`config.mk`:
```
export PLATFORM = sky130hd
export DESIGN_NAME = mult_fu
export DESIGN_NICKNAME = d
export VERILOG_FILES = /design/src/rtl/mult_fu.sv
export SDC_FILE = /design/constraint.sdc
export NUM_CORES = 2
export LEC_CHECK = 0
export CORE_ASPECT_RATIO = 1.4
export CORE_MARGIN = 2
export CORE_UTILIZATION = 45
export DETAILED_ROUTE_END_ITERATION = 6
export SYNTH_ARGS = -nofsm -noshare
export SYNTH_HDL_FRONTEND = slang
export SYNTH_SLANG_ARGS = --single-unit
```
`constraint.sdc`:
```
create_clock -name clock -period 40.1 [get_ports clock]
set_input_delay 8.02 -clock clock [delete_from_list [all_inputs] [get_ports clock]]
set_output_delay 8.02 -clock clock [all_outputs]
set_load 0.05 [all_outputs]
```
`src/rtl/mult_fu.sv`:
```
// mult_fu: pipelined RV32M multiply unit (MUL/MULH/MULHSU/MULHU).
// Ports: clock/reset (async, active-high); fu_packet (issued op), squash
// (flush), cdb_gnt (grant of the held result); avail (op accepted this cycle);
// result_valid/value/prn/robn (held result waiting for the CDB).
// Optional feature macro MULT_EARLY_TAG_EN adds early_tag_valid/early_tag_prn,
// a one-cycle-early wakeup tag for the reservation station.

package mult_fu_pkg;
    localparam int DATA_WIDTH    = 32;
    localparam int PRN_WIDTH     = 6;
    localparam int ROB_CNT_WIDTH = 5;

    typedef logic [DATA_WIDTH-1:0] DATA;

    typedef enum logic [1:0] {
        MUL    = 2'd0,
        MULH   = 2'd1,
        MULHSU = 2'd2,
        MULHU  = 2'd3
    } MULT_FUNC;

    typedef struct packed {
        logic                     valid;
        MULT_FUNC                 func;
        DATA                      op1;
        DATA                      op2;
        logic [PRN_WIDTH-1:0]     dest_prn;
        logic [ROB_CNT_WIDTH-1:0] robn;
    } FU_PACKET;
endpackage

// Purpose: multiply unit, 64/NUM_STAGES multiplier bits consumed per stage.
// Latency: NUM_STAGES edges after the accept edge until result_valid is high.
// Backpressure: held result without cdb_gnt freezes the whole pipe; avail=0.
module mult_fu
    import mult_fu_pkg::*;
#(
    parameter int NUM_STAGES = 4    // legal: 1, 2, 4, 8
) (
    input  logic                     clock,
    input  logic                     reset,
    input  FU_PACKET                 fu_packet,
    input  logic                     squash,
    input  logic                     cdb_gnt,
    output logic                     avail,
    output logic                     result_valid,
    output DATA                      result_value,
    output logic [PRN_WIDTH-1:0]     result_prn,
    output logic [ROB_CNT_WIDTH-1:0] result_robn
`ifdef MULT_EARLY_TAG_EN
    ,
    output logic                     early_tag_valid,
    output logic [PRN_WIDTH-1:0]     early_tag_prn
`endif
);

    // Multiplier bits consumed by each stage.
    localparam int CH = 64 / NUM_STAGES;

    typedef struct packed {
        MULT_FUNC                 func;
        logic [PRN_WIDTH-1:0]     prn;
        logic [ROB_CNT_WIDTH-1:0] robn;
        logic [63:0]              mcand;
        logic [63:0]              mplier;
        logic [63:0]              sum;
    } stage_t;

    // Operand extension at accept. Everything downstream is plain unsigned
    // mod-2^64 arithmetic, so signedness lives entirely in this extension.
    function automatic stage_t prep(input FU_PACKET p);
        stage_t s;
        s.func   = p.func;
        s.prn    = p.dest_prn;
        s.robn   = p.robn;
        s.mcand  = (p.func == MULH || p.func == MULHSU) ?
                   {{32{p.op1[31]}}, p.op1} : {32'b0, p.op1};
        s.mplier = (p.func == MULH) ? {{32{p.op2[31]}}, p.op2} : {32'b0, p.op2};
        s.sum    = 64'd0;
        return s;
    endfunction

    // One partial-product step: accumulate mcand * low CH multiplier bits,
    // then line the operands up for the next chunk.
    function automatic stage_t step(input stage_t s);
        stage_t r;
        r        = s;
        r.sum    = s.sum + s.mcand * 64'(s.mplier[CH-1:0]);
        r.mcand  = s.mcand << CH;
        r.mplier = s.mplier >> CH;
        return r;
    endfunction

    logic [NUM_STAGES-1:0] stage_vld;
    stage_t                stage_dat [NUM_STAGES];
    stage_t                stage_nxt [NUM_STAGES];
    stage_t                entry_dat;
    stage_t                fin_dat;
    DATA                   fin_value;
    logic                  fin_vld;
    logic                  stall;
    logic                  advance;

    assign stall   = result_valid & ~cdb_gnt;
    assign advance = ~stall;
    assign avail   = advance;

    always_comb begin
        entry_dat = prep(fu_packet);
        for (int k = 0; k < NUM_STAGES; k++) begin
            stage_nxt[k] = step(stage_dat[k]);
        end
        fin_dat   = stage_nxt[NUM_STAGES-1];
        fin_vld   = stage_vld[NUM_STAGES-1];
        fin_value = (fin_dat.func == MUL) ? fin_dat.sum[31:0] : fin_dat.sum[63:32];
    end

    // Stage 0 holds the prepared operands; each later stage holds the previous
    // stage after its step, and the output register takes the final step.
    always_ff @(posedge clock or posedge reset) begin
        if (reset) begin
            stage_vld <= '0;
            for (int k = 0; k < NUM_STAGES; k++) begin
                stage_dat[k] <= '0;
            end
        end else if (advance) begin
            if (squash) begin
                stage_vld <= '0;
            end else begin
                stage_vld[0] <= fu_packet.valid;
                for (int k = 1; k < NUM_STAGES; k++) begin
                    stage_vld[k] <= stage_vld[k-1];
                end
            end
            stage_dat[0] <= entry_dat;
            for (int k = 1; k < NUM_STAGES; k++) begin
                stage_dat[k] <= stage_nxt[k-1];
            end
        end else if (squash) begin
            stage_vld <= '0;
        end
    end

    // Output register. When advancing, result_valid simply follows the final
    // stage valid: this covers back-to-back load on grant and clear on grant.
    always_ff @(posedge clock or posedge reset) begin
        if (reset) begin
            result_valid <= 1'b0;
            result_value <= '0;
            result_prn   <= '0;
            result_robn  <= '0;
        end else begin
            if (squash) begin
                result_valid <= 1'b0;
            end else if (advance) begin
                result_valid <= fin_vld;
            end
            if (advance && fin_vld && !squash) begin
                result_value <= fin_value;
                result_prn   <= fin_dat.prn;
                result_robn  <= fin_dat.robn;
            end
        end
    end

`ifdef MULT_EARLY_TAG_EN
    // Exactly the condition under which result_valid rises next edge.
    assign early_tag_valid = fin_vld & advance & ~squash;
    assign early_tag_prn   = early_tag_valid ? stage_dat[NUM_STAGES-1].prn : '0;
`endif

endmodule
```
clock_wires.png
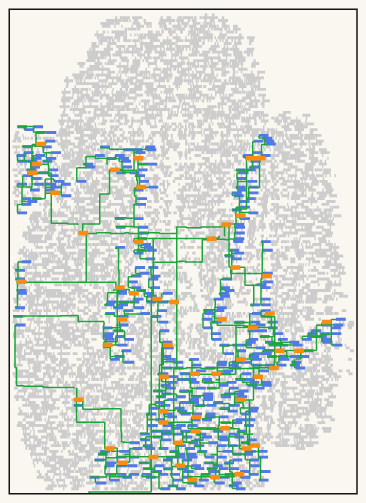
Blue stands for flip-flops, count 458. Orange stands for clock-net drivers, count 53. Green stands for clock wires, length 6940 um.
There are 54 routed clock nets.

congestion_map.png
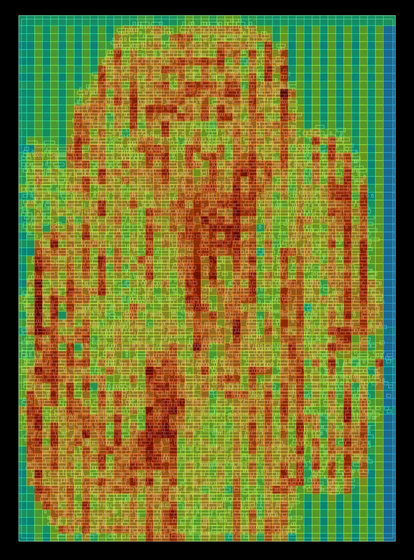
global-route usage over all layers: 24.9%
routed len/inst: 19.5 um
met3 usage: 2.02%
GR met1 Demand/Resource: 31.1%
busiest grt layer: met2

pinout.png
Pins as bars across the die edge, other pins in grey.
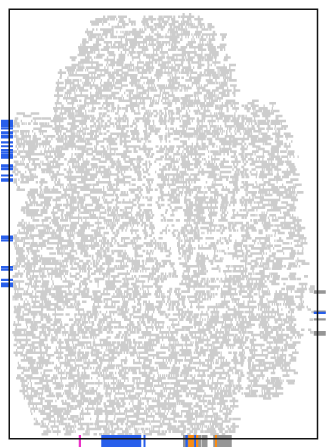
Blue stands for `fu_packet`, pins 78, direction input, edge 45 bottom, 32 left, 1 right. Magenta stands for `clock`, pins 1, direction input, edge bottom. Orange stands for `result_robn`, pins 5, direction output, edge bottom.
All pins by edge: 87 bottom, 32 left, 8 right.

class_map.png
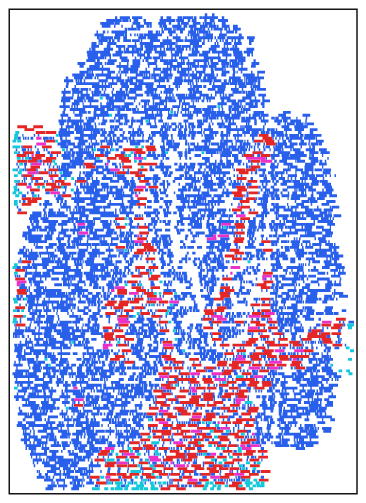
Cyan stands for remaining buffers and delay cells, cells 205, share of their area 2.7%. Blue stands for remaining logic cells, cells 6557, share of their area 78%. Red stands for registers, cells 458, share of their area 17%. Magenta stands for clock drivers and dummy loads, cells 98, share of their area 2.8%.

layers.png
Only two layers are drawn.
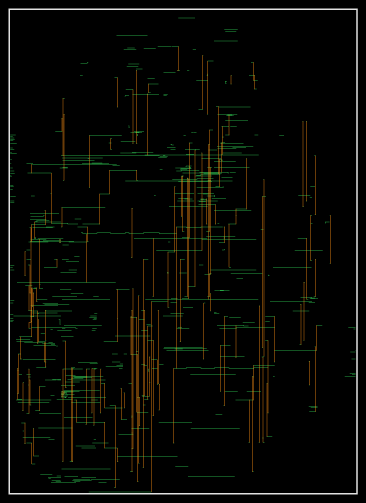
Green stands for M3, wire length 6080 um. Orange stands for M4, wire length 7250 um.
via count: 47900
Post-Route WL: 181000 um

-- path summary, 6_finish.rpt --
path | startpoint | endpoint | slack, ps
min in group asynchronous | reset | stage_dat[756] | 7930
max in group asynchronous | reset | stage_dat[573] | 29820
worst max register to register | stage_dat[481] | stage_dat[268] | 29400
worst min-delay path | stage_dat[386] | stage_dat[386] | 460
worst max-delay path | cdb_gnt | avail | 21620
worst min register to register | stage_dat[386] | stage_dat[386] | 460
-- cells by family (layout without fill, tap and decap cells) --
logic type / Yosys count / after routing
AND/OR/NAND/NOR: 2507 / 2507
buffers and inverters: 1674 / 1641
adder cells (fa/ha/maj): 1645 / 1645
AND-OR/OR-AND: 775 / 775
flip-flops: 458 / 458
XOR/XNOR: 260 / 260
multiplexers: 32 / 32
other: 0 / 2
-- per-stage QoR --
stage	cells	area [um2]	hold slack, ps	worst slack [ps]
detailed placement	9152	69100	448	21560
finish	9252	71100	461	21620
global route	9250	71100	478	21430
CTS	9250	71100	463	21560
floorplan	7351	66100	430	19310
global placement	9152	69100	442	21570
-- worst min-delay path, delay by kind of cell (launching register included) --
kind,cells,cell delay (ps)
flops,1,340
simple gates,2,90
-- state kept, by name, summed over array words and instances, names as in the netlist --
signal and count:
result_value 32, stage_vld 4, stage_dat 397, result_valid 1, fin_dat 13, result_robn 5
result_prn 6
-- area by class of cell --
class,instances,area (um2)
fillers,14000,74900
multi-input cells,5219,48300
flip-flops and latches,458,11500
inverters,1338,5040
well taps,1932,2420
repair buffers,205,1880
clock buffers,74,1520
clock inverters,24,418
diodes,2,5.00
==> impl_metrics.tcl <==
# flow metrics
set metrics [dict create \
    status "completed" \
    min_period_ps 18480 \
    largest_area_cell "fa_1" \
    synth_top_area_share_pct 38.8 \
    slowest_delay_ps 830 \
    grt_pass1_vias 51800 \
    ys_seq_share_pct 17.3 \
    cp-start-kind "input port" \
    endpoint_kind "output port" \
    final.period_utilization_pct 46.1 \
    antenna_found_initial 2 \
    ys_cells 7351 \
    synth_chip_area_mm2 0.0661 \
    required_ps 32080 \
    drv_cap 0 \
    vias_per_cell 5.18 \
    clockRootBuffer "clkbuf_16" \
    async_flop_share_pct 100 \
    cts_resized 0 \
    finalHoldViolations 0 \
    dieWidth_um 328 \
    aoi_share_pct 7.18 \
    tns_ps 0 \
    clk_latency_ps 680 \
    mux_share_pct 0.508 \
    postRouteAntennaNets 0 \
    crit_buf_inv 4 \
    ys_top_logic_family "adder cells" \
    yosys.cell_count.top_type "nand2_1" \
    layout-drive-gt1-share_pct 2.88 \
    dp_hpwl_um 142000 \
    flop_cell "dfrtp_1" \
    layout_top_cells "nand2_1, inv_1, fa_1" \
    gp_congestion 0.931 \
    cts_tree "built" \
    cts_buffers 53 \
    layout_top_cell "nand2_1" \
    worst_path_max_delay_cell "clkdlybuf4s50_1" \
    grt_max_degree 203 \
    synth_area_per_cell_um2 8.99 \
    ioPinCount 127 \
    path_delay_family "buffers and inverters" \
    cts_sinks 458 \
    hold_path.class "reg2reg" \
    drt-pass1-iter-count 6 \
    postCtsHoldBufs 0 \
    edf_count 0 \
    rsz0062_at_grt "false" \
    synth_cells 7351 \
    wl_met2_um 94500 \
]
